--- src/rtl/status_update_pkg.sv ---
// status_update_pkg
// Shared constants and types for the I-cache status-row resolve stage.
// Contents: array geometry, row field offsets, the PLRU write mask,
// the FSM state encoding, the write-port record and the row-merge helper.
package status_update_pkg;

  localparam int ADDR_WIDTH = 4;
  localparam int ROW_WIDTH  = 8;
  localparam int NUM_BLOCKS = 8;
  localparam int NUM_WAYS   = 4;
  localparam int NUM_ROWS   = 2 ** ADDR_WIDTH;

  // Row layout: [3:0] per-way valid, [6:4] tree PLRU bits b0..b2, [7] spare.
  localparam int VALID_LSB = 0;
  localparam int PLRU_LSB  = 4;
  localparam int PLRU_BITS = 3;

  localparam logic [NUM_BLOCKS-1:0] PLRU_MASK = 8'h70;

  typedef enum logic {
    SWEEP = 1'b0,
    RUN   = 1'b1
  } state_t;

  // One status-array write as driven on the write port.
  typedef struct packed {
    logic                  valid;
    logic [ADDR_WIDTH-1:0] addr;
    logic [ROW_WIDTH-1:0]  data;
    logic [NUM_BLOCKS-1:0] mask;
  } wr_t;

  // Apply a masked write on top of a row image.
  function automatic logic [ROW_WIDTH-1:0] merge_row(input logic [ROW_WIDTH-1:0] row,
                                                     input wr_t                  wr);
    return (row & ~wr.mask) | (wr.data & wr.mask);
  endfunction

endpackage

--- src/rtl/status_update_if.sv ---
// status_update_if
// Bundles the lookup, fill, control, result and status-write signals of
// the resolve stage. The slave modport is the status_update side; the
// master modport is the pipeline / environment driving it.
interface status_update_if;
  import status_update_pkg::*;

  logic                  i_halt;
  logic                  i_flush;
  logic                  i_st_valid;
  logic [ROW_WIDTH-1:0]  i_st_data;
  logic [ADDR_WIDTH-1:0] i_st_set;
  logic [NUM_WAYS-1:0]   i_hit_way;
  logic                  i_fill_valid;
  logic [ADDR_WIDTH-1:0] i_fill_set;
  logic [1:0]            i_fill_way;
  logic                  o_valid;
  logic                  o_hit;
  logic [NUM_WAYS-1:0]   o_way;
  logic                  o_w_valid;
  logic [ADDR_WIDTH-1:0] o_w_addr;
  logic [ROW_WIDTH-1:0]  o_w_data;
  logic [NUM_BLOCKS-1:0] o_w_wmask;
  logic                  o_ready;

  modport master (
    output i_halt, i_flush, i_st_valid, i_st_data, i_st_set, i_hit_way,
           i_fill_valid, i_fill_set, i_fill_way,
    input  o_valid, o_hit, o_way, o_w_valid, o_w_addr, o_w_data, o_w_wmask, o_ready
  );

  modport slave (
    input  i_halt, i_flush, i_st_valid, i_st_data, i_st_set, i_hit_way,
           i_fill_valid, i_fill_set, i_fill_way,
    output o_valid, o_hit, o_way, o_w_valid, o_w_addr, o_w_data, o_w_wmask, o_ready
  );

endinterface

--- src/rtl/status_plru.sv ---
// status_plru
// Combinational hit/victim resolution and 3-bit tree-PLRU touch for 4 ways.
// Ports: valid (per-way valid bits), plru (b0..b2), hit_way (tag matches)
//        -> hit, way (one-hot hit or victim way), plru_next (touched bits).
module status_plru
  import status_update_pkg::*;
(
  input  logic [NUM_WAYS-1:0]  valid,
  input  logic [PLRU_BITS-1:0] plru,
  input  logic [NUM_WAYS-1:0]  hit_way,
  output logic                 hit,
  output logic [NUM_WAYS-1:0]  way,
  output logic [PLRU_BITS-1:0] plru_next
);

  logic [NUM_WAYS-1:0] match;
  logic [1:0]          way_idx;

  // A tag match on an invalid way does not count as a hit.
  assign match = hit_way & valid;
  assign hit   = |match;

  always_comb begin
    way_idx = 2'd0;
    if (hit) begin
      // Descending scan so the lowest matching way wins if several match.
      for (int i = NUM_WAYS - 1; i >= 0; i--) begin
        if (match[i]) way_idx = 2'(i);
      end
    end else if (~&valid) begin
      for (int i = NUM_WAYS - 1; i >= 0; i--) begin
        if (!valid[i]) way_idx = 2'(i);
      end
    end else if (!plru[0]) begin
      way_idx = plru[1] ? 2'd1 : 2'd0;
    end else begin
      way_idx = plru[2] ? 2'd3 : 2'd2;
    end

    // Touch: point the tree bits away from the way just used.
    plru_next = plru;
    if (!way_idx[1]) begin
      plru_next[0] = 1'b1;
      plru_next[1] = (way_idx == 2'd0);
    end else begin
      plru_next[0] = 1'b0;
      plru_next[2] = (way_idx == 2'd2);
    end
  end

  generate
    for (genvar gi = 0; gi < NUM_WAYS; gi++) begin : g_way_onehot
      assign way[gi] = (way_idx == 2'(gi));
    end
  endgenerate

endmodule

--- src/rtl/status_update.sv ---
// status_update
// Lookup-resolve stage behind the I-cache status array. Resolves hit/miss
// from the registered status row and tag-hit vector, picks a victim, writes
// PLRU updates and refill valid bits back, and sweeps every row to zero
// after reset or flush.
// Ports: clk, arst_n (synchronous, active low), bus (status_update_if.slave:
//        halt/flush, lookup row + hit vector, refill, lookup result,
//        status write port, o_ready).
module status_update
  import status_update_pkg::*;
(
  input  logic           clk,
  input  logic           arst_n,
  status_update_if.slave bus
);

  state_t                state_reg, state_next;
  logic [ADDR_WIDTH-1:0] count_reg, count_next;
  wr_t                   w_reg, w_next, hist_reg;
  logic                  valid_reg, hit_reg;
  logic [NUM_WAYS-1:0]   way_reg;

  logic                  run;
  logic                  lookup;
  logic [ROW_WIDTH-1:0]  row_old, row_fwd;
  logic                  hit;
  logic [NUM_WAYS-1:0]   way;
  logic [PLRU_BITS-1:0]  plru_next;
  logic [NUM_BLOCKS-1:0] fill_mask;
  logic                  unused_row_bits;

  assign run          = (state_reg == RUN);
  assign lookup       = bus.i_st_valid & run;
  assign bus.o_ready  = ~bus.i_halt & run;

  // The incoming row was read before the writes of the previous and the
  // current cycle landed; replay both (older first) when the set matches.
  assign row_old = (hist_reg.valid && hist_reg.addr == bus.i_st_set)
                   ? merge_row(bus.i_st_data, hist_reg) : bus.i_st_data;
  assign row_fwd = (w_reg.valid && w_reg.addr == bus.i_st_set)
                   ? merge_row(row_old, w_reg) : row_old;

  assign unused_row_bits = ^row_fwd[ROW_WIDTH-1:PLRU_LSB+PLRU_BITS];

  status_plru u_plru (
    .valid     (row_fwd[VALID_LSB +: NUM_WAYS]),
    .plru      (row_fwd[PLRU_LSB +: PLRU_BITS]),
    .hit_way   (bus.i_hit_way),
    .hit       (hit),
    .way       (way),
    .plru_next (plru_next)
  );

  // Refill touches only the valid bit of the filled way.
  generate
    for (genvar gi = 0; gi < NUM_BLOCKS; gi++) begin : g_fill_mask
      if (gi >= VALID_LSB && gi < VALID_LSB + NUM_WAYS) begin : g_way_bit
        assign fill_mask[gi] = (bus.i_fill_way == 2'(gi - VALID_LSB));
      end else begin : g_other_bit
        assign fill_mask[gi] = 1'b0;
      end
    end
  endgenerate

  // Next state and write-port arbitration: sweep > fill > PLRU update.
  always_comb begin
    state_next = state_reg;
    count_next = count_reg;
    w_next     = '0;
    if (state_reg == SWEEP) begin
      w_next.valid = 1'b1;
      w_next.addr  = count_reg;
      w_next.data  = '0;
      w_next.mask  = '1;
      if (bus.i_flush) begin
        count_next = '0;
      end else if (count_reg == ADDR_WIDTH'(NUM_ROWS - 1)) begin
        state_next = RUN;
        count_next = '0;
      end else begin
        count_next = count_reg + ADDR_WIDTH'(1);
      end
    end else begin
      if (bus.i_flush) begin
        state_next = SWEEP;
        count_next = '0;
      end
      if (bus.i_fill_valid) begin
        w_next.valid = 1'b1;
        w_next.addr  = bus.i_fill_set;
        w_next.data  = fill_mask;
        w_next.mask  = fill_mask;
      end else if (lookup) begin
        w_next.valid = 1'b1;
        w_next.addr  = bus.i_st_set;
        w_next.data  = '0;
        w_next.data[PLRU_LSB +: PLRU_BITS] = plru_next;
        w_next.mask  = PLRU_MASK;
      end
    end
  end

  // Halt freezes everything, including the forward history.
  always_ff @(posedge clk) begin
    if (!arst_n) begin
      state_reg <= SWEEP;
      count_reg <= '0;
    end else if (!bus.i_halt) begin
      state_reg <= state_next;
      count_reg <= count_next;
    end
  end

  always_ff @(posedge clk) begin
    if (!arst_n) begin
      w_reg     <= '0;
      hist_reg  <= '0;
      valid_reg <= 1'b0;
      hit_reg   <= 1'b0;
      way_reg   <= '0;
    end else if (!bus.i_halt) begin
      hist_reg  <= w_reg;
      w_reg     <= w_next;
      valid_reg <= lookup;
      hit_reg   <= lookup & hit;
      way_reg   <= lookup ? way : '0;
    end
  end

  assign bus.o_valid   = valid_reg;
  assign bus.o_hit     = hit_reg;
  assign bus.o_way     = way_reg;
  assign bus.o_w_valid = w_reg.valid;
  assign bus.o_w_addr  = w_reg.addr;
  assign bus.o_w_data  = w_reg.data;
  assign bus.o_w_wmask = w_reg.mask;

endmodule

--- src/flat_wrapper.sv ---
// flat-port wrapper written by rule: the top's interface ports become plain ports
module status_update_flat import status_update_pkg::*;
  (clk, arst_n, bus_i_halt, bus_i_flush, bus_i_st_valid, bus_i_st_data, bus_i_st_set, bus_i_hit_way, bus_i_fill_valid, bus_i_fill_set, bus_i_fill_way, bus_o_valid, bus_o_hit, bus_o_way, bus_o_w_valid, bus_o_w_addr, bus_o_w_data, bus_o_w_wmask, bus_o_ready);
  status_update_if bus_i ();
  input  logic clk;
  input  logic arst_n;
  input wire logic [$bits(bus_i.i_halt)-1:0] bus_i_halt;
  input wire logic [$bits(bus_i.i_flush)-1:0] bus_i_flush;
  input wire logic [$bits(bus_i.i_st_valid)-1:0] bus_i_st_valid;
  input wire logic [$bits(bus_i.i_st_data)-1:0] bus_i_st_data;
  input wire logic [$bits(bus_i.i_st_set)-1:0] bus_i_st_set;
  input wire logic [$bits(bus_i.i_hit_way)-1:0] bus_i_hit_way;
  input wire logic [$bits(bus_i.i_fill_valid)-1:0] bus_i_fill_valid;
  input wire logic [$bits(bus_i.i_fill_set)-1:0] bus_i_fill_set;
  input wire logic [$bits(bus_i.i_fill_way)-1:0] bus_i_fill_way;
  output wire logic [$bits(bus_i.o_valid)-1:0] bus_o_valid;
  output wire logic [$bits(bus_i.o_hit)-1:0] bus_o_hit;
  output wire logic [$bits(bus_i.o_way)-1:0] bus_o_way;
  output wire logic [$bits(bus_i.o_w_valid)-1:0] bus_o_w_valid;
  output wire logic [$bits(bus_i.o_w_addr)-1:0] bus_o_w_addr;
  output wire logic [$bits(bus_i.o_w_data)-1:0] bus_o_w_data;
  output wire logic [$bits(bus_i.o_w_wmask)-1:0] bus_o_w_wmask;
  output wire logic [$bits(bus_i.o_ready)-1:0] bus_o_ready;
  assign bus_i.i_halt = bus_i_halt;
  assign bus_i.i_flush = bus_i_flush;
  assign bus_i.i_st_valid = bus_i_st_valid;
  assign bus_i.i_st_data = bus_i_st_data;
  assign bus_i.i_st_set = bus_i_st_set;
  assign bus_i.i_hit_way = bus_i_hit_way;
  assign bus_i.i_fill_valid = bus_i_fill_valid;
  assign bus_i.i_fill_set = bus_i_fill_set;
  assign bus_i.i_fill_way = bus_i_fill_way;
  assign bus_o_valid = bus_i.o_valid;
  assign bus_o_hit = bus_i.o_hit;
  assign bus_o_way = bus_i.o_way;
  assign bus_o_w_valid = bus_i.o_w_valid;
  assign bus_o_w_addr = bus_i.o_w_addr;
  assign bus_o_w_data = bus_i.o_w_data;
  assign bus_o_w_wmask = bus_i.o_w_wmask;
  assign bus_o_ready = bus_i.o_ready;
  status_update u_core (.clk(clk), .arst_n(arst_n), .bus(bus_i));
endmodule
--- config.mk ---
export PLATFORM = sky130hd
export DESIGN_NAME = status_update_flat
export DESIGN_NICKNAME = d
export VERILOG_FILES = /design/src/rtl/status_update_pkg.sv /design/src/rtl/status_update_if.sv /design/src/rtl/status_plru.sv /design/src/rtl/status_update.sv /design/src/flat_wrapper.sv
export SDC_FILE = /design/constraint.sdc
export NUM_CORES = 1
export LEC_CHECK = 0
export ABC_AREA = 1
export CAP_MARGIN = 5
export CORE_UTILIZATION = 32
export CTS_BUF_LIST = sky130_fd_sc_hd__clkbuf_4 sky130_fd_sc_hd__clkbuf_8 sky130_fd_sc_hd__clkbuf_16
export CTS_CLUSTER_SIZE = 16
export DETAILED_ROUTE_END_ITERATION = 10
export PLACE_DENSITY = 0.57
export RECOVER_POWER = 50
export SYNTH_ARGS = -nofsm -noshare
export SYNTH_HDL_FRONTEND = slang
export SYNTH_SLANG_ARGS = --single-unit
--- constraint.sdc ---
create_clock -name clk -period 6.5 [get_ports clk]
set_clock_uncertainty 0.2 [all_clocks]
set_input_delay 1.3 -clock clk [delete_from_list [all_inputs] [get_ports clk]]
set_output_delay 1.3 -clock clk [all_outputs]
set_load 0.005 [all_outputs]
==> notes.md, run 1 <==
fresh numbers from the pnr run: Vias per Instance 4.767, Worst Setup End Kind output pin, Worst Reg-to-Reg Cells 14, total negative slack for setup checks 0 ns, global-route met2 utilization 25.83%, busiest grt layer met2, chip footprint 0.008074 mm², count of maximum capacitance violations 0, number of distinct library cells after synthesis 35, final hold viol count 0, Tmin final 4.787 ns, area growth from synthesis to layout 26.70%, total number of vias 2,355, number of detailed-routing iterations run before antenna repair 4, Tightest Hold Check Type register to register, detailed-placement wirelength estimate 4.727 mm, Total Routing Usage GR 16.34%, overall power after layout 573.5 µW, kind of cell with the highest combined delay on the critical path buffers and inverters, Worst-Margin Slew 0.8988 ns, Critical Path Start bus_i_halt, Bufs on Longest Clock Path 2, capture instance of the worst register-to-register path u_core.bus.o_way[1]$_SDFFE_PN0N_, via count of the first global-routing pass 2,192, clk sink count 46, required arrival time at the worst endpoint 5.00 ns, routability-driven placement congestion ratio 0.7947, final net count 423, period utilisation layout 73.64%, number of antenna violations at the first check in global routing 0, Crit Path Category input port to output pin, die outline width 89.86 µm, total congestion overflow after global routing 0, Final Routed Wirelength 6.441 mm, cell area after layout 0.003129 mm², count of port buffers added during placement 53, worst slew margin relative to its limit 39.88%, result of the run finished, final reports clean, Log Warnings 27, highest net fanout along the worst path 47, largest net degree at the start of global routing 48, Largest register FFs 17, Detail Route Antenna Nets 0, peak per-stage delay on the critical path 0.62 ns, fraction of final layout cells sized beyond drive strength 1 10.38%, row cnt 31, net count after synthesis 379, Floorplan Utilization 33.51%, mean instance size in the synthesized netlist 7.057 µm², summed standard-cell area reported by yosys 0.002470 mm²
## run 1: final cells by class
cell class,instances,area [µm²]
inverter,43,161.4
clock inverter,2,12.51
multi-input combinational,244,1290
timing repair buffer,54,538.0
fill,763,4240
tap,99,123.9
sequential,46,920.9
clock buffer,6,82.58
## run 1: Yosys cell counts, drive strengths merged
cell	number
a31oi	3
nand4	22
nor2	31
o221a	3
and2	1
o21ai	29
nand3	25
buf	7
ha	1
conb	1
clkbuf	10
xor2	1
dfxtp	46
inv	39
clkinv	4
o211ai	1
nor3	5
nand3b	1
or2	3
a22oi	5
a21oi	33
nand2	79
## run 1: routing by layer
metal  up-vias  part of all wire (%)
met3         6                   4.9
met5         -                     0
met4         0                   1.3
met1      1038                    49
li1       1253                     -
met2        58                    45
## run 1: metrics by stage
step	cells	hold slack [ns]	setup slack, ns	util (%)
after floorplan	350	0.2342	3.154	-
after global placement	486	0.2433	1.874	41.17
after detailed placement	486	0.2476	1.877	41.17
after CTS	494	0.2605	1.856	42.46
after global routing	494	0.2913	1.609	42.46
final	494	0.2580	1.713	42.46
## run 1: worst min path at each step
stage               cells after the start                        startpoint                          endpoint  slack [ns]
floorplan                               2  u_core.hist_reg[11]$_SDFFE_PN0N_  u_core.hist_reg[11]$_SDFFE_PN0N_        0.23
CTS                                     2  u_core.hist_reg[14]$_SDFFE_PN0N_  u_core.hist_reg[14]$_SDFFE_PN0N_        0.26
global placement                        2  u_core.hist_reg[11]$_SDFFE_PN0N_  u_core.hist_reg[11]$_SDFFE_PN0N_        0.24
finish                                  2  u_core.hist_reg[11]$_SDFFE_PN0N_  u_core.hist_reg[11]$_SDFFE_PN0N_        0.26
global route                            2  u_core.bus.o_way[2]$_SDFFE_PN0N_  u_core.bus.o_way[2]$_SDFFE_PN0N_        0.29
detailed placement                      2  u_core.hist_reg[14]$_SDFFE_PN0N_  u_core.hist_reg[14]$_SDFFE_PN0N_        0.25
## run 1: cell families (layout without fill, tap and decap cells)
logic type	Yosys count	after routing	share of synthesized area (%)
AOI/OAI and AO/OA	74	74	17.12
xor gates and xnor gates	1	1	0.3547
adders and majority gates	1	1	0.5065
buffers and inverters	60	105	10.49
DFF	46	46	37.28
other	1	1	0.1518
and+or+nand+nor	167	167	34.09
## run 1: power by group
part / total (mW) / switching (mW) / leakage (nW) / internal, mW
clock network: 0.186 / 0.100 / 0.0472 / 0.0856
logic: 0.0865 / 0.0495 / 0.854 / 0.0371
registers: 0.301 / 0.00935 / 0.376 / 0.292
## run 1: worst register-to-register path, stage by stage, from the launching register on
cell and delay [ns]:
dfxtp_1 0.38, nand2_1 0.09, o21ai_1 0.06, inv_1 0.36, nand4_1 0.30, or2_1 0.29, nand2_1 0.08, nand2_1 0.05
nand2_1 0.05, nand3_1 0.06, nand2_1 0.10, nand2_2 0.09, nand2_2 0.08, nand3_1 0.07, a21oi_1 0.13
run_1/logic_types.png
(3 px per µm)
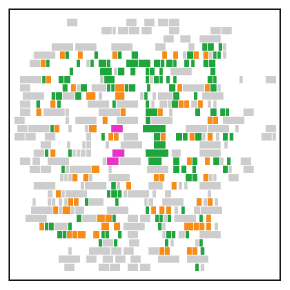
Green marks NAND gates, cells 127. Orange marks inverting AOI/OAI gates, cells 71. Magenta marks AND-OR and OR-AND gates, cells 3.

run_1/clocks.png
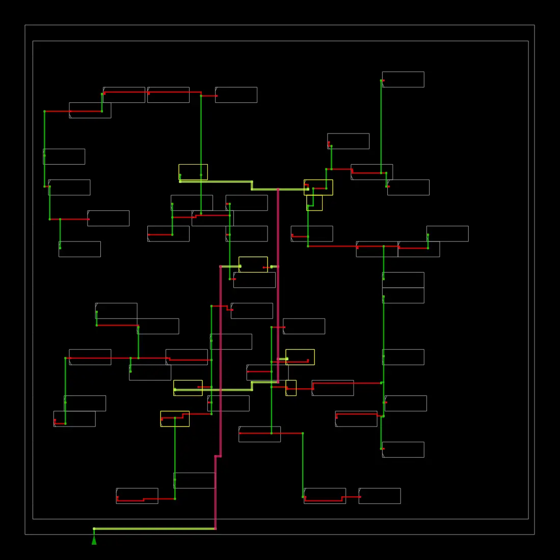
Power Clock: 186 µW
Num CTS Buffers: 5
layout clock buffer count: 6
clk ins delay skew pair: 0.30 ns

run_1/clk_routes.png
(6 px per µm)
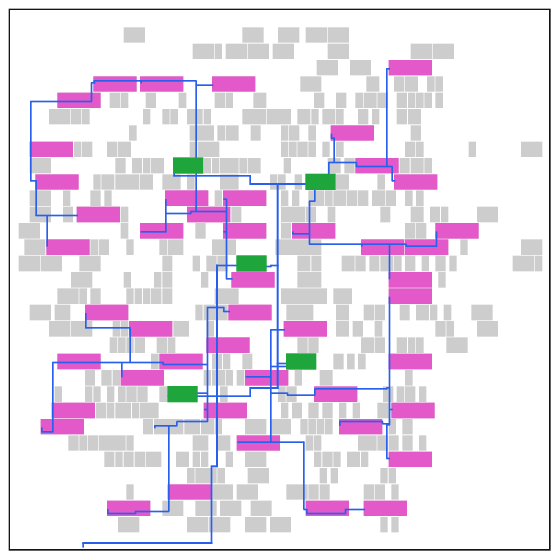
Green marks clock drivers, count 5. Magenta marks flip-flops, count 46. Blue marks clock wires, length 610 µm.
There are 6 routed clock nets. Position of the flops: spread over the die.
Clk pwr share: 32.4%

run_1/layer_met3.png
(6 px per µm)
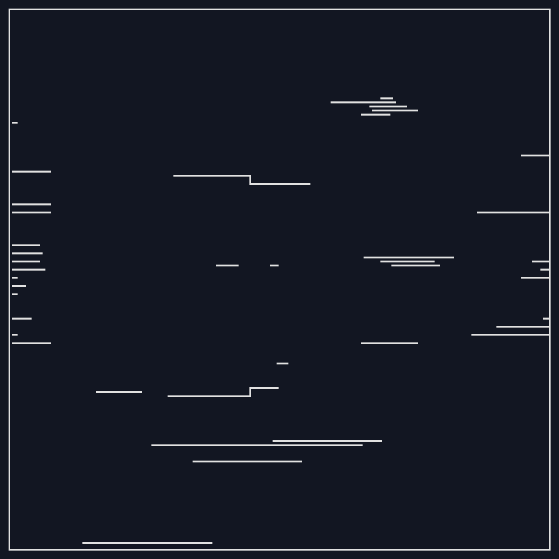
The longest straight run is 35.0 µm. The wires run mostly horizontal. The layer holds 4.9% of the routed length.

## Run 2: what changed since run 1
==> constraint.sdc (replaced) <==
create_clock -name clk -period 5 [get_ports clk]
set_clock_uncertainty 0.2 [all_clocks]
set_input_delay 1 -clock clk [delete_from_list [all_inputs] [get_ports clk]]
set_output_delay 1 -clock clk [all_outputs]
set_load 0.005 [all_outputs]
==> run 2 against run 1 <==
Against the previous run: global-route usage up 0.57 points; critical endpoint is now u_core.bus.o_w_addr[0]$_SDFFE_PN0N_; highest routed layer unchanged; final cell count up 0.40%; sequential power up about 30%.
==> notes.md, run 2 <==
fresh numbers from the pnr run: number of distinct library cells after synthesis 35, period utilisation layout 69.17%, chip footprint 0.008074 mm², count of port buffers added during placement 53, worst slew margin relative to its limit 27.02%, Reg power frac 46.3%, summed standard-cell area reported by yosys 0.002470 mm², overall power after layout 844.6 µW, Largest register FFs 17, Tightest Hold Check Type register to register, row cnt 31, share of flip-flops with an asynchronous set or reset after synthesis 0%, final standard cell utilization of the core 43.21%, combinational share of power 13.5%, Internal 640.6 µW, routability-driven placement congestion ratio 0.7975, Synth top cells by count nand2_1 (68), dfxtp_1 (46), inv_1 (33), Num CTS Buffers 5, cell area after layout 0.003184 mm², highest net fanout along the worst path 28, EDFF count, synth 0, via count of the first global-routing pass 2,263, final hold viol count 0, fraction of power spent switching nets 24.16%, Tmin final 3.459 ns, Worst Setup End Kind register, Worst Reg-to-Reg Cells 14, result of the run finished, final reports clean, Total Routing Usage GR 16.91%, capture instance of the worst register-to-register path u_core.bus.o_w_data[6]$_SDFFE_PN0N_, Final Routed Wirelength 6.528 mm, total number of vias 2,336, Critical Path Start arst_n, required arrival time at the worst endpoint 5.00 ns, Bufs on Longest Clock Path 2
run 2: cell counts after synthesis:
Identical to the previous run, type by type.
run 2: per-stage QoR:
| stage | instances | hold slack [ns] | setup slack [ns] |
|---|---|---|---|
| 3_5_place_dp | 488 | 0.2482 | 1.293 |
| 4_1_cts | 496 | 0.2610 | 1.627 |
| 3_3_place_gp | 488 | 0.2423 | 1.340 |
| 5_1_grt | 496 | 0.2857 | 1.219 |
| 2_1_floorplan | 350 | 0.2342 | 2.254 |
| 6_report | 496 | 0.2624 | 1.542 |
run 2: worst min path at each step:
stage / cells after the start / slack, ns / start / endpoint
floorplan: 2 / 0.23 / u_core.hist_reg[11]$_SDFFE_PN0N_ / u_core.hist_reg[11]$_SDFFE_PN0N_
global placement: 2 / 0.24 / u_core.hist_reg[11]$_SDFFE_PN0N_ / u_core.hist_reg[11]$_SDFFE_PN0N_
detailed placement: 2 / 0.25 / u_core.hist_reg[11]$_SDFFE_PN0N_ / u_core.hist_reg[11]$_SDFFE_PN0N_
CTS: 2 / 0.26 / u_core.hist_reg[11]$_SDFFE_PN0N_ / u_core.hist_reg[11]$_SDFFE_PN0N_
global route: 2 / 0.29 / u_core.hist_reg[20]$_SDFFE_PN0N_ / u_core.hist_reg[20]$_SDFFE_PN0N_
finish: 2 / 0.26 / u_core.hist_reg[11]$_SDFFE_PN0N_ / u_core.hist_reg[11]$_SDFFE_PN0N_
run 2: power by group through the flow:
stage	clock, mW	sequential (mW)	combinational [mW]
final	0.340	0.391	0.114
after global routing	0.364	0.393	0.127
after CTS	0.350	0.391	0.116
after detailed placement	0	0.400	0.116
after global placement	0	0.399	0.114
after floorplan	0	0.396	0.0693
run 2: kinds of logic after synthesis:
family                     synth area share, %
and+or+nand+nor                          34.09
other                                   0.1518
adders and majority gates               0.5065
xor gates and xnor gates                0.3547
AOI/OAI and AO/OA                        17.12
DFF                                      37.28
buffers and inverters                    10.49
run 2: layer usage:
layer,GRT usage [%],vias to the layer above,routed length [µm]
met4,5.242,0,54
met2,26.86,40,2906
met1,23.33,1036,3357
met3,2.961,4,210
met5,0,-,0
li1,-,1256,-
run 2: final cells by class:
| type | count | area, µm² |
|---|---|---|
| Clock buffer | 6 | 82.58 |
| Inverter | 43 | 161.4 |
| Timing Repair Buffer | 56 | 545.5 |
| Sequential cell | 46 | 920.9 |
| Tap cell | 99 | 123.9 |
| Fill cell | 783 | 4185 |
| Clock inverter | 2 | 60.06 |
| Multi-Input combinational cell | 244 | 1290 |
run 2: worst max-delay path: stages:
cell,delay [ns]
clkdlybuf4s50_1,0.46
clkbuf_1,0.81
clkinv_1,0.83
a31oi_1,0.36
run_2/layer_met3.png
(6 px per µm)
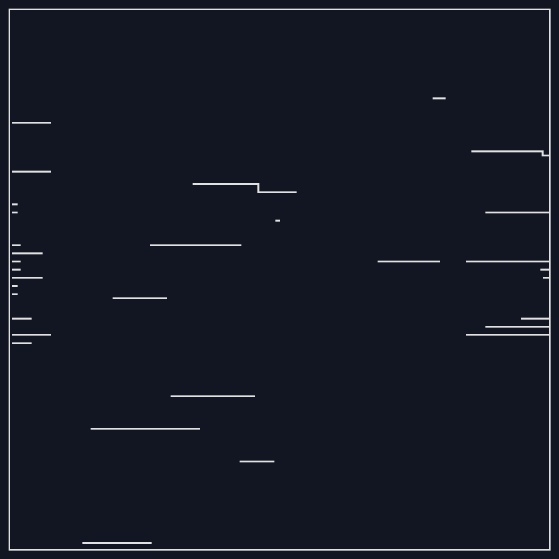
The layer holds 3.2% of the routed length. 29 nets have wire on it. The layer carries 211 µm of wire. The wires run mostly horizontal. The longest straight run is 17.9 µm.

run_2/wires.png
(3 px per µm)
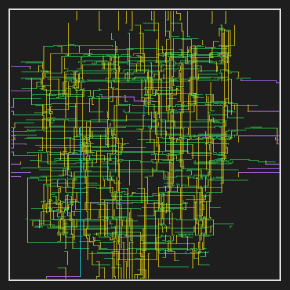
Cyan marks metal 4, wire length 54.4 µm. Yellow marks metal 2, wire length 2,910 µm. Green marks metal 1, wire length 3,360 µm. Purple marks metal 3, wire length 211 µm.

No activity file was given, so power comes from the tool's default toggle rates.
